==> src/rtl/tick_scheduler.sv <==
// tick_scheduler: four timing channels sharing one free-running base prescaler.
// Each channel counts a programmable number of base ticks and emits one-cycle
// enable pulses, either periodically or once. Channels are configured through
// a valid/ready command port that accepts at most one command per two clocks.
module tick_scheduler #(
    parameter int BASE_DIV = 50000,
    parameter int PER_W    = 16
) (
    input  logic             clk,
    input  logic             clr,
    input  logic             cfg_valid,
    output logic             cfg_ready,
    input  logic [1:0]       cfg_ch,
    input  logic [1:0]       cfg_op,
    input  logic [PER_W-1:0] cfg_data,
    output logic             base_tick,
    output logic [3:0]       tick_en,
    output logic [3:0]       busy
);

    localparam int PRE_W = (BASE_DIV > 2) ? $clog2(BASE_DIV) : 1;
    localparam logic [PRE_W-1:0] LAST_PRE = PRE_W'(BASE_DIV - 1);

    typedef enum logic [1:0] {
        OP_LOAD    = 2'b00,
        OP_START_P = 2'b01,
        OP_START_O = 2'b10,
        OP_STOP    = 2'b11
    } op_e;

    // Prescaler and handshake state
    logic [PRE_W-1:0] presc_q, presc_d;
    logic             base_tick_q, base_tick_d;
    logic             cfg_ready_q, cfg_ready_d;

    // Per-channel state
    logic [PER_W-1:0] period_q [4];
    logic [PER_W-1:0] period_d [4];
    logic [PER_W-1:0] count_q  [4];
    logic [PER_W-1:0] count_d  [4];
    logic [3:0]       busy_q, busy_d;
    logic [3:0]       one_shot_q, one_shot_d;
    logic [3:0]       tick_en_q, tick_en_d;

    logic       accept;
    logic [3:0] cmd_hit;
    op_e        cmd_op;

    assign accept = cfg_valid & cfg_ready_q;
    assign cmd_op = op_e'(cfg_op);

    // Decode which channel, if any, the accepted command targets
    always_comb begin
        cmd_hit = '0;
        for (int i = 0; i < 4; i++) begin
            cmd_hit[i] = accept && (cfg_ch == 2'(i));
        end
    end

    // Free-running prescaler; base_tick is registered so it is high while the count sits at its last value
    always_comb begin
        presc_d     = (presc_q == LAST_PRE) ? '0 : presc_q + PRE_W'(1);
        base_tick_d = (presc_d == LAST_PRE);
        cfg_ready_d = ~accept;
    end

    // Channel next state: commands take priority over the base tick countdown for their own channel
    always_comb begin
        period_d   = period_q;
        count_d    = count_q;
        busy_d     = busy_q;
        one_shot_d = one_shot_q;
        tick_en_d  = '0;
        for (int i = 0; i < 4; i++) begin
            if (cmd_hit[i] && (cmd_op == OP_LOAD)) begin
                period_d[i] = (cfg_data == '0) ? PER_W'(1) : cfg_data;
            end
            if (cmd_hit[i] && ((cmd_op == OP_START_P) || (cmd_op == OP_START_O))) begin
                count_d[i]    = period_q[i];
                busy_d[i]     = 1'b1;
                one_shot_d[i] = (cmd_op == OP_START_O);
            end else if (cmd_hit[i] && (cmd_op == OP_STOP)) begin
                count_d[i] = '0;
                busy_d[i]  = 1'b0;
            end else if (busy_q[i] && base_tick_q) begin
                if (count_q[i] > PER_W'(1)) begin
                    count_d[i] = count_q[i] - PER_W'(1);
                end else begin
                    tick_en_d[i] = 1'b1;
                    if (one_shot_q[i]) begin
                        busy_d[i]  = 1'b0;
                        count_d[i] = '0;
                    end else begin
                        count_d[i] = period_q[i];
                    end
                end
            end
        end
    end

    // State registers with asynchronous clear
    always_ff @(posedge clk or posedge clr) begin
        if (clr) begin
            presc_q     <= '0;
            base_tick_q <= 1'b0;
            cfg_ready_q <= 1'b0;
            busy_q      <= '0;
            one_shot_q  <= '0;
            tick_en_q   <= '0;
            for (int i = 0; i < 4; i++) begin
                period_q[i] <= PER_W'(1);
                count_q[i]  <= '0;
            end
        end else begin
            presc_q     <= presc_d;
            base_tick_q <= base_tick_d;
            cfg_ready_q <= cfg_ready_d;
            busy_q      <= busy_d;
            one_shot_q  <= one_shot_d;
            tick_en_q   <= tick_en_d;
            for (int i = 0; i < 4; i++) begin
                period_q[i] <= period_d[i];
                count_q[i]  <= count_d[i];
            end
        end
    end

    assign cfg_ready = cfg_ready_q;
    assign base_tick = base_tick_q;
    assign tick_en   = tick_en_q;
    assign busy      = busy_q;

endmodule
==> config.mk <==
export PLATFORM = sky130hd
export DESIGN_NAME = tick_scheduler
export DESIGN_NICKNAME = d
export VERILOG_FILES = /design/src/rtl/tick_scheduler.sv
export SDC_FILE = /design/constraint.sdc
export NUM_CORES = 1
export LEC_CHECK = 0
export ABC_CLOCK_PERIOD_IN_PS = 17200
export CAP_MARGIN = 40
export CORE_UTILIZATION = 23
export DETAILED_ROUTE_END_ITERATION = 10
export SYNTH_ARGS = -nofsm -noshare
export SYNTH_HDL_FRONTEND = slang
export SYNTH_SLANG_ARGS = --single-unit
==> constraint.sdc <==
create_clock -name clk -period 17.2 [get_ports clk]
set_input_delay 5.16 -clock clk [delete_from_list [all_inputs] [get_ports clk]]
set_output_delay 5.16 -clock clk [all_outputs]
set_load 0.01 [all_outputs]
==> run_1/io_fan.png <==
Scale bar: 50 um.
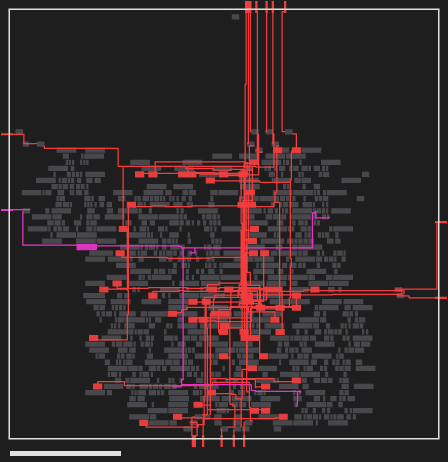
[magenta] `base_tick` | bits: 1 | direction: output | end cells: 1 | buffers: 1 | wire: 319 um
[red] `cfg_data` | bits: 16 | direction: input | end cells: 65 | buffers: 16 | wire: 3210 um
total of buffers placed on input and output ports: 32
count of pins on the block boundary: 33

==> run_1/congestion.png <==
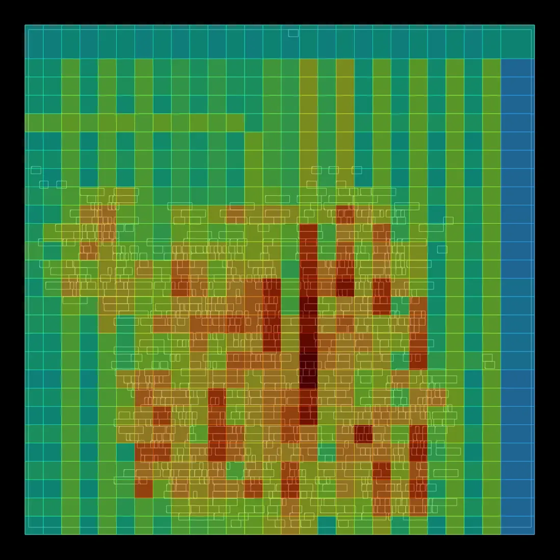
met3 GRT Util: 2.41%
average detailed-routed wire length per instance: 16.6 um

==> run_1/detail.png <==
Scale bar: 10 um. Region (36, 36) to (61, 61) um. Cells in grey, sequential cells in the stronger grey; small squares are vias.
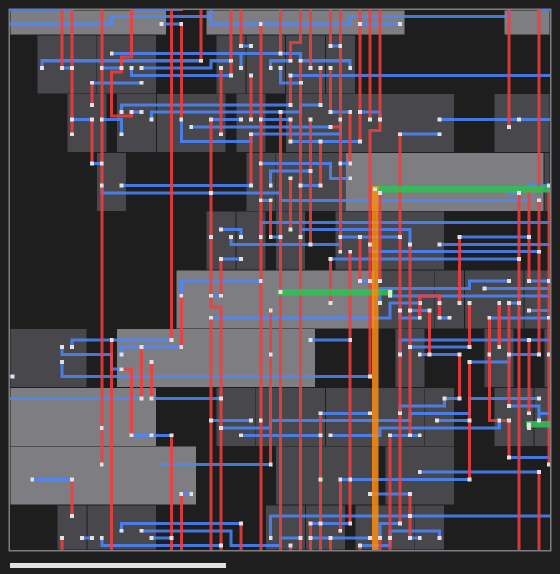
[blue] metal 1
[orange] metal 4
[green] metal 3
[red] metal 2
netlist names of flops here include: `count_q` (4), `period_q` (1)
sequential cells in the window: 5
cells with their middle in the window: 44
most frequent: nor2_1 (8)

==> qor.rpt, run 1 <==
====================================================================================
Critical path class ................................................... input port to flop
Clock skew after layout ...............................................    0.0113 ns
Instance count of the mapped netlist ..................................          837
Final-report hold violation count .....................................            0
Die outline area ......................................................  36900 sq um
Level count of the clock H-tree .......................................            4
Clock sink count ......................................................          158
Critical path data required time ......................................     17.51 ns
Synth flops ...........................................................          158
Worst slew pin tran ...................................................     0.945 ns
Count of nets left with antenna violations after detail routing .......            0
AND/OR/NAND/NOR Cells, Area Fraction ..................................        19.7%
X dimension of the die ................................................       192 um
Filler Cells Inserted .................................................         3721
DRC violation count after routing .....................................            0
Maximum number of pins on one net before global-route repair ..........           86
Slew Limit Fails ......................................................            0
Std-Cell Rows .........................................................           69
Fraction of synthesized cell area taken by the top area cell type .....        46.4%
Buffers inserted during post-CTS setup optimization ...................            0
Syn_area_per_cell .....................................................   9.93 sq um
Initial standard-cell utilization of the core .........................        23.4%
Clk root buf ..........................................................    clkbuf_16
Post-synth ARST share .................................................         100%
Total setup violations reported at the end of the flow ................            0
Largest family of logic cells by area ................................. simple AND/OR/NAND/NOR gates
Leak Pwr ..............................................................      3.97 nW
Most frequent logic cell in the layout ................................      dfrtp_1
Post-detailed-placement half-perimeter wirelength .....................      15.4 mm
First-pass iteration count of the detailed router .....................            5
Critical Path Source Type .............................................   input port
List of most frequent post-synthesis cells ............................ dfrtp_1 (154), nand2_1 (90), nor2_1 (61), mux2_2 (60), a21oi_1 (44)
Worst Path Max Fanout .................................................           13
Post-route clock period utilization ...................................        45.6%
Worst min path class .................................................. flop to flop
Run status ............................................................ finished clean
Slowest stage cell on the critical path ...............................      a21oi_1
Sum of negative setup slack ...........................................         0 ns
Via count of the first global-routing pass ............................         6420
Skew-Pair Late Insertion Delay ........................................      0.44 ns
CTS Buf Count .........................................................           17
Post-synthesis cell type with the largest instance count ..............      dfrtp_1
Count of tool warnings ................................................           32
Fmax ..................................................................      128 MHz
Inserted Diodes .......................................................            0
Clock-pin slew on the worst setup and hold paths ......................      0.06 ns
Parity-gate share of the synthesized area counting xor and xnor cells .        3.79%
Longest individual stage delay on the worst path ......................      0.56 ns
Leftover overflow at the end of global routing ........................            0
Number of buffers added to fix hold violations after cts ..............            0
Aggregate global-route resource usage .................................        12.6%
Count of unique library cells instantiated by Yosys ...................           75
Top area cell types ................................................... dfrtp_1 (46%), mux2_2 (8.1%), nand2_1 (4.1%)
Seq/Total Area, Yosys .................................................        47.6%
Total length of routed wires ..........................................      22.2 mm
Clock Tree Buf Depth ..................................................            2
Tmin final ............................................................      7.84 ns
Number of nets at floorplan ...........................................          872
Post-Syn Area .........................................................   8310 sq um
Number of cell instances after yosys synthesis ........................          837
Total number of vias ..................................................         6623
Post-synth tally of flip-flops with integrated enable .................            0
Initial antenna violation count .......................................            0
Setup repair after global routing missed its margin ...................        false
# nets final ..........................................................          900
Total of cells resized after clock tree synthesis .....................            0
Core area .............................................................  35600 sq um
Synth area leader .....................................................      dfrtp_1
Area share of and-or/or-and cells after synthesis .....................        16.0%
Cell repeated most along the worst path ...............................       nor2_1
Routability congestion estimate from global placement .................        0.853
Worst hold margin .....................................................     0.476 ns
Iteration-0 DRC Markers ...............................................          475
Cells traversed along the worst timing path ........................... clkdlybuf4s50_1 > inv_1 > ha_1 > nor2_1 > nor2b_1 > nor2_1 > buf_4 > a21oi_1 > nand2_1 > o311ai_0
Area reported by Yosys stat ...........................................   8310 sq um
Maximum VDD drop ......................................................      77.9 uV
Top flip-flop cell by instance count after synthesis ..................      dfrtp_1
Synth mux share .......................................................        8.37%
TritonCTS clock tree ..................................................         done
Pwr per Cell Area .....................................................  120 nW/um^2
Most used cells in the layout excluding fill and tap cells ............ dfrtp_1 (154), nand2_1 (90), nor2_1 (61)
====================================================================================
## run 1: registers in the layout (all words and copies together), names as in the netlist
register,flops
one_shot_q,4
busy,4
base_tick,1
count_q,64
period_q,64
cfg_ready,1
tick_en,4
presc_q,16
## run 1: power breakdown
part,internal [W],switching [W]
registers,0.000449,0.0000815
logic,0.000115,0.000124
clock network,0.000239,0.000165
total,0.000803,0.000371
## run 1: layer usage
metal  routed length (um)  GRT usage, %  vias to the layer above
li1                     -             -                     3166
met4                  602          5.54                        0
met3                  826          2.41                       36
met2                10300          19.5                      129
met1                10500          16.9                     3292
met5                    0             0                        -
## run 1: worst max-delay path: cells and delay by family
kind	cells	cell delay, ns
adder cells (fa/ha/maj)	1	0.49
AND-OR/OR-AND	2	0.68
buffers and inverters	3	0.78
AND/OR/NAND/NOR	4	1.03
## run 1: worst paths after layout
check,from,slack (ns),cells past startpoint,end
max,cfg_op[1],9.36,10,count_q[12]
min,period_q[46],0.48,1,count_q[46]
max reg2reg,count_q[43],14.21,6,count_q[39]
min reg2reg,period_q[46],0.48,1,count_q[46]
max in group asynchronous,clr,10.74,4,period_q[48]
min in group asynchronous,clr,5.24,2,presc_q[5]
## run 1: stage by stage
stage	power, W	cells	setup WS (ns)	area, sq um
floorplan	0.000697	837	7.78	8310
global placement	0.000765	1302	8.78	9100
detailed placement	0.000773	1307	8.88	9160
CTS	0.00118	1339	9.33	9790
global route	0.00124	1339	9.07	9790
finish	0.00117	1339	9.36	9790
## run 1: layout make-up
class / count / area, sq um / area share, %
multi-input combinational: 625 / 4140 / 42.2
sequential: 158 / 3960 / 40.4
tap: 461 / 577 / 5.89
clock buffer: 19 / 453 / 4.63
timing repair buffer: 40 / 398 / 4.06
clock inverter: 13 / 176 / 1.80
inverter: 23 / 91.3 / 0.933
## Run 2: what changed since run 1
--- a/config.mk
+++ b/config.mk
@@ -5,7 +5,7 @@
 export SDC_FILE = /design/constraint.sdc
 export NUM_CORES = 1
 export LEC_CHECK = 0
-export ABC_CLOCK_PERIOD_IN_PS = 17200
+export ABC_CLOCK_PERIOD_IN_PS = 7750
 export CAP_MARGIN = 40
 export CORE_UTILIZATION = 23
 export DETAILED_ROUTE_END_ITERATION = 10
==> constraint.sdc (replaced) <==
create_clock -name clk -period 7.75 [get_ports clk]
set_input_delay 2.325 -clock clk [delete_from_list [all_inputs] [get_ports clk]]
set_output_delay 2.325 -clock clk [all_outputs]
set_load 0.01 [all_outputs]
==> run_2/detail.png <==
Scale bar: 10 um. Region (36, 36) to (61, 61) um. Cells in grey, sequential cells in the stronger grey; small squares are vias.
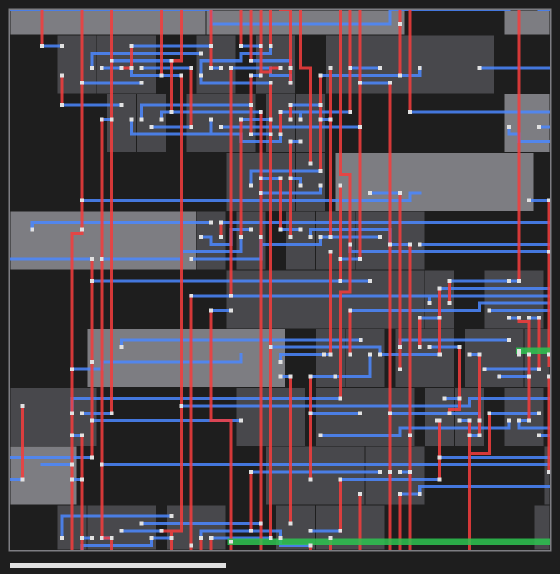
[blue] metal 1
[red] metal 2
[green] metal 3
sequential cells in the window: 3
cells with their middle in the window: 41
most frequent: nor2_1 (7), nand2_1 (5), a21oi_1 (4)
netlist names of flops here include: `count_q` (3)

==> run 2 against run 1 <==
Net effect:
- wire length fell by 0.77%
- combinational power up 120%
- worst setup slack worse by 6.5 ns
- via count grew 0.39%
- sequential power is 120% higher
- flip-flop count unchanged
- hold slack worse by 0.0026 ns
- area after synthesis is the same
- count of clock-buffer cells in the layout is 1 higher
- clock power rose by 110%
- cell area down 0.49%
- die size did not move
- critical path type unchanged
- critical endpoint unchanged
- largest power group unchanged
==> qor.rpt, run 2 <==
================================================================================
Gate family responsible for the most delay along the worst path ... simple AND/OR/NAND/NOR gates
Worst path depth ..................................................           10
Total length of routed wires ......................................      22.0 mm
Total of buffers placed on input and output ports .................           32
List of most frequent post-synthesis cells ........................ dfrtp_1 (154), nand2_1 (90), nor2_1 (61), mux2_2 (60), a21oi_1 (44)
Post-synth ARST share .............................................         100%
Post-Syn Area .....................................................   8310 sq um
Total number of vias ..............................................         6649
Design Power ......................................................    0.00255 W
TritonCTS clock tree ..............................................         done
Top area cell types ............................................... dfrtp_1 (46%), mux2_2 (8.1%), nand2_1 (4.1%)
Slowest stage cell on the critical path ...........................      a21oi_1
Core area .........................................................  35600 sq um
Average detailed-routed wire length per instance ..................      16.5 um
Post-route cell area ..............................................   9740 sq um
Initial antenna violation count ...................................            0
Critical Path Source Type .........................................   input port
Total setup violations reported at the end of the flow ............            0
Tmin final ........................................................      4.94 ns
Iteration-0 DRC Markers ...........................................          562
Capture point of the critical path ................................  count_q[12]
Clock Tree Buf Depth ..............................................            2
Leak Pwr ..........................................................      3.95 nW
Fraction of synthesized cell area taken by the top area cell type .        46.4%
Filler Cells Inserted .............................................         3788
Maximum number of pins on one net before global-route repair ......           87
Worst slew pin tran ...............................................     0.918 ns
DRC violation count after routing .................................            0
Seq/Total Area, Yosys .............................................        47.6%
Skew-Pair Late Insertion Delay ....................................      0.43 ns
First-pass iteration count of the detailed router .................            5
Count of buffer and inverter cells on the critical path ...........            3
Count of unique library cells instantiated by Yosys ...............           75
CTS Buf Count .....................................................           17
Non-filler cells, final ...........................................         1339
Registers with the highest flip-flop counts ....................... count_q: 64 flops, period_q: 64 flops, presc_q: 16 flops
Number of cell instances after yosys synthesis ....................          837
Clock sink count ..................................................          158
Longest individual stage delay on the worst path ..................      0.54 ns
Slew Limit Fails ..................................................            0
Maximum VDD drop ..................................................       158 uV
Cell repeated most along the worst path ...........................       nor2_1
Setup repair after global routing missed its margin ...............        false
Cell count after placement ........................................         1307
Level count of the clock H-tree ...................................            4
Run status ........................................................ finished clean
Number of nets at floorplan .......................................          872
Post-route clock period utilization ...............................        63.7%
Count of nets left with antenna violations after detail routing ...            0
Post-synth tally of flip-flops with integrated enable .............            0
Pwr per Cell Area .................................................  261 nW/um^2
Syn_area_per_cell .................................................   9.93 sq um
Total of cells resized after clock tree synthesis .................            0
Cells traversed along the worst timing path ....................... clkdlybuf4s50_1 > inv_1 > ha_1 > nor2_1 > nor2b_1 > nor2_1 > buf_4 > a21oi_1 > nand2_1 > o311ai_0
Most used cells in the layout excluding fill and tap cells ........ dfrtp_1 (154), nand2_1 (90), nor2_1 (61)
Instance count of the mapped netlist ..............................          837
Worst min path class .............................................. flop to flop
R2r setup slk .....................................................      4.76 ns
Synth area leader .................................................      dfrtp_1
Count of pins on the block boundary ...............................           33
Area reported by Yosys stat .......................................   8310 sq um
Fmax ..............................................................      203 MHz
Sum of negative setup slack .......................................         0 ns
Worst Path Max Fanout .............................................           13
Post-synthesis cell type with the largest instance count ..........      dfrtp_1
Worst r2r path cells ..............................................            6
Timing startpoint of the critical path ............................    cfg_op[1]
Via count of the first global-routing pass ........................         6312
Synth flops .......................................................          158
Most frequent logic cell in the layout ............................      dfrtp_1
FF-to-FF Start ....................................................  count_q[43]
Count of tool warnings ............................................           32
Aggregate global-route resource usage .............................        12.5%
Leftover overflow at the end of global routing ....................            0
Std-Cell Rows .....................................................           69
Critical path class ............................................... input port to flop
Clk root buf ......................................................    clkbuf_16
Area after DPL ....................................................   9160 sq um
Final-report hold violation count .................................            0
Die outline area ..................................................  36900 sq um
Post-detailed-placement half-perimeter wirelength .................      15.4 mm
Buffers inserted during post-CTS setup optimization ...............            0
Routability congestion estimate from global placement .............        0.853
Critical path data required time ..................................      8.06 ns
Top flip-flop cell by instance count after synthesis ..............      dfrtp_1
================================================================================
run 2: layout make-up:
cell class	instances	area, sq um	area share, %
well taps	461	577	5.92
flip-flops and latches	158	3960	40.6
repair buffers	40	398	4.08
inverters	23	91.3	0.938
multi-input cells	625	4140	42.4
clock inverters	12	135	1.39
clock buffers	20	447	4.59
run 2: how the worst min path moves through the flow:
stage            startpoint  cells past startpoint     endpoint  slack, ns
2_1_floorplan   period_q[9]                      2   count_q[9]       0.44
3_3_place_gp   period_q[40]                      1  count_q[40]       0.46
3_5_place_dp   period_q[46]                      1  count_q[46]       0.47
4_1_cts        period_q[46]                      1  count_q[46]       0.48
5_1_grt        period_q[46]                      1  count_q[46]       0.50
6_report       period_q[43]                      1  count_q[43]       0.47
run 2: logic make-up after synthesis:
group                    Yosys count  share of synthesized area, %
AND/OR/NAND/NOR                  317                          19.7
AND-OR/OR-AND                    198                          16.0
adder cells (fa/ha/maj)           12                          1.81
XOR/XNOR                          36                          3.79
flip-flops                       158                          47.6
multiplexers                      62                          8.37
buffers and inverters             54                          2.63
run 2: metrics by stage:
stage / setup WS [ns] / hold WS, ns
floorplan: 1.17 / 0.443
global placement: 2.16 / 0.465
CTS: 2.81 / 0.482
detailed placement: 2.35 / 0.468
global route: 2.54 / 0.503
finish: 2.81 / 0.473
run 2: report_power, final:
group / switching [W] / leakage (nW) / internal (W)
Combinational: 0.000278 / 1.69 / 0.000256
Clock: 0.000352 / 0.285 / 0.000486
Sequential: 0.000181 / 1.98 / 0.000996
run 2: layer usage:
layer,global-route usage (%),part of all wire (%),up-vias
li1,-,-,3169
met1,17.4,48,3314
met2,19.2,46,140
met3,2.27,3.7,26
met4,4.42,2.2,0
met5,0,0,-
## Run 3: what changed since run 2
--- a/config.mk
+++ b/config.mk
@@ -5,7 +5,7 @@
 export SDC_FILE = /design/constraint.sdc
 export NUM_CORES = 1
 export LEC_CHECK = 0
-export ABC_CLOCK_PERIOD_IN_PS = 7750
+export ABC_CLOCK_PERIOD_IN_PS = 4900
 export CAP_MARGIN = 40
 export CORE_UTILIZATION = 23
 export DETAILED_ROUTE_END_ITERATION = 10
==> constraint.sdc (replaced) <==
create_clock -name clk -period 4.9 [get_ports clk]
set_input_delay 1.47 -clock clk [delete_from_list [all_inputs] [get_ports clk]]
set_output_delay 1.47 -clock clk [all_outputs]
set_load 0.01 [all_outputs]
==> run_3/logic_types.png <==
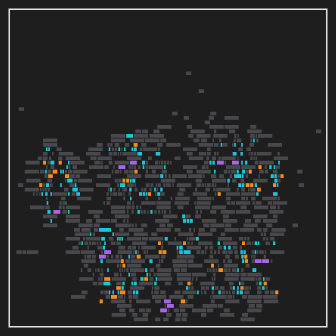
[orange] and/or cells | cells: 42 | most used: or3_1
[cyan] nor cells | cells: 142 | most used: nor2_1
[purple] fa/ha/maj cells | cells: 12 | most used: ha_1
most frequent logic cell in the layout: dfrtp_1
share of the final layout cell area in multi-input gates: 42.5%
non-filler cells, final: 1337

==> run 3 against run 2 <==
Net effect:
- first-iteration DRC count down 12%
- combinational power increased by 58%
- sequential power is 58% higher
- largest power group unchanged
- final cell count shrank 0.15%
- clock skew barely moved
- critical path depth shrank 2
- critical endpoint is now count_q[5]
- sequential share of layout area rose by 0.063 points
- core utilization about the same
- area after synthesis unchanged
==> qor.rpt, run 3 <==
=======================================================================
Run status ............................................... finished clean
Synth flops ..............................................          158
DRC violation count after routing ........................            0
Slew Limit Fails .........................................            0
# nets final .............................................          898
Top flip-flop cell by instance count after synthesis .....      dfrtp_1
Count of tool warnings ...................................           34
Clock-pin slew on the worst setup and hold paths .........      0.07 ns
TritonCTS clock tree .....................................         done
List of most frequent post-synthesis cells ............... dfrtp_1 (154), nand2_1 (90), nor2_1 (61), mux2_2 (60), a21oi_1 (44)
Post-Syn Area ............................................   8310 sq um
Skew-Pair Late Insertion Delay ...........................      0.44 ns
Leak Pwr .................................................      3.93 nW
Initial antenna violation count ..........................            0
Critical path data required time .........................      5.26 ns
Pwr per Cell Area ........................................  416 nW/um^2
CTS Buf Count ............................................           17
Maximum VDD drop .........................................       265 uV
Via count of the first global-routing pass ...............         6426
Post-synth ARST share ....................................         100%
Post-synthesis cell type with the largest instance count .      dfrtp_1
Start point of the worst hold path ....................... period_q[43]
Std-Cell Rows ............................................           69
Worst Path Max Fanout ....................................           13
Level count of the clock H-tree ..........................            4
Clock sink count .........................................          158
Setup repair after global routing missed its margin ......        false
Core area ................................................  35600 sq um
Clk root buf .............................................    clkbuf_16
Number of nets at floorplan ..............................          872
Tmin final ...............................................      3.83 ns
Registers with the highest flip-flop counts .............. count_q: 64 flops, period_q: 64 flops, presc_q: 16 flops
Post-route clock period utilization ......................        78.2%
Clock Tree Buf Depth .....................................            2
Sum of negative setup slack ..............................         0 ns
First-pass iteration count of the detailed router ........            7
Design Power .............................................    0.00405 W
Final-report hold violation count ........................            0
Critical Path Source Type ................................   input port
Initial standard-cell utilization of the core ............        23.4%
Buffers inserted during post-CTS setup optimization ......            0
Inserted Diodes ..........................................            0
Critical path class ...................................... input port to flop
Clock skew after layout ..................................    0.0104 ns
Leftover overflow at the end of global routing ...........            0
Worst min path class ..................................... flop to flop
Worst slew pin tran ......................................      1.06 ns
WHS Endpoint .............................................  count_q[43]
Top area cell types ...................................... dfrtp_1 (46%), mux2_2 (8.1%), nand2_1 (4.1%)
Area reported by Yosys stat ..............................   8310 sq um
End of the worst register-to-register path ...............  count_q[44]
Number of buffers added to fix hold violations after cts .            0
Post-detailed-placement half-perimeter wirelength ........      15.2 mm
Total setup violations reported at the end of the flow ...            0
Aggregate global-route resource usage ....................        12.7%
=======================================================================
## run 3: critical path: stages
cell	delay, ns
clkdlybuf4s50_1	0.51
inv_1	0.05
ha_1	0.50
nor2_1	0.18
nor2b_1	0.49
nor2_1	0.14
a21oi_1	0.57
a221o_1	0.28
## run 3: logic make-up (layout without fill, tap and decap cells)
family                   after synthesis  after routing  share of synthesized area [%]
AND/OR/NAND/NOR                      317            317                           19.7
AND-OR/OR-AND                        198            198                           16.0
flip-flops                           158            158                           47.6
multiplexers                          62             62                           8.37
buffers and inverters                 54             93                           2.63
XOR/XNOR                              36             36                           3.79
adder cells (fa/ha/maj)               12             12                           1.81
## run 3: metrics by stage
stage               std cells  hold slack, ns  cell area [sq um]  setup slack, ns
floorplan                 837           0.443               8320             1.43
global placement         1304           0.462               9130            0.729
detailed placement       1305           0.465               9140            0.617
CTS                      1337           0.485               9730             1.06
global route             1337           0.508               9730            0.735
finish                   1337           0.488               9730             1.07
## run 3: layer usage
metal	GRT usage [%]	wire (um)	up-vias
met4	4.60	519	0
li1	-	-	3170
met2	19.6	10400	191
met3	2.59	1150	30
met1	17.4	10500	3345
met5	0	0	-
## run 3: layout make-up
type,instances,area [sq um],share of cell area (%)
clock inverters,14,151,1.56
multi-input cells,625,4140,42.5
inverters,23,90.1,0.926
clock buffers,18,439,4.52
well taps,461,577,5.93
repair buffers,38,375,3.86
flip-flops and latches,158,3960,40.7
## run 3: power breakdown
group	internal, W	switching [W]	leakage [nW]
combinational	0.000403	0.000438	1.67
clock	0.000731	0.000611	0.283
sequential	0.00157	0.000292	1.98
Power is estimated from default activity; no workload was simulated.
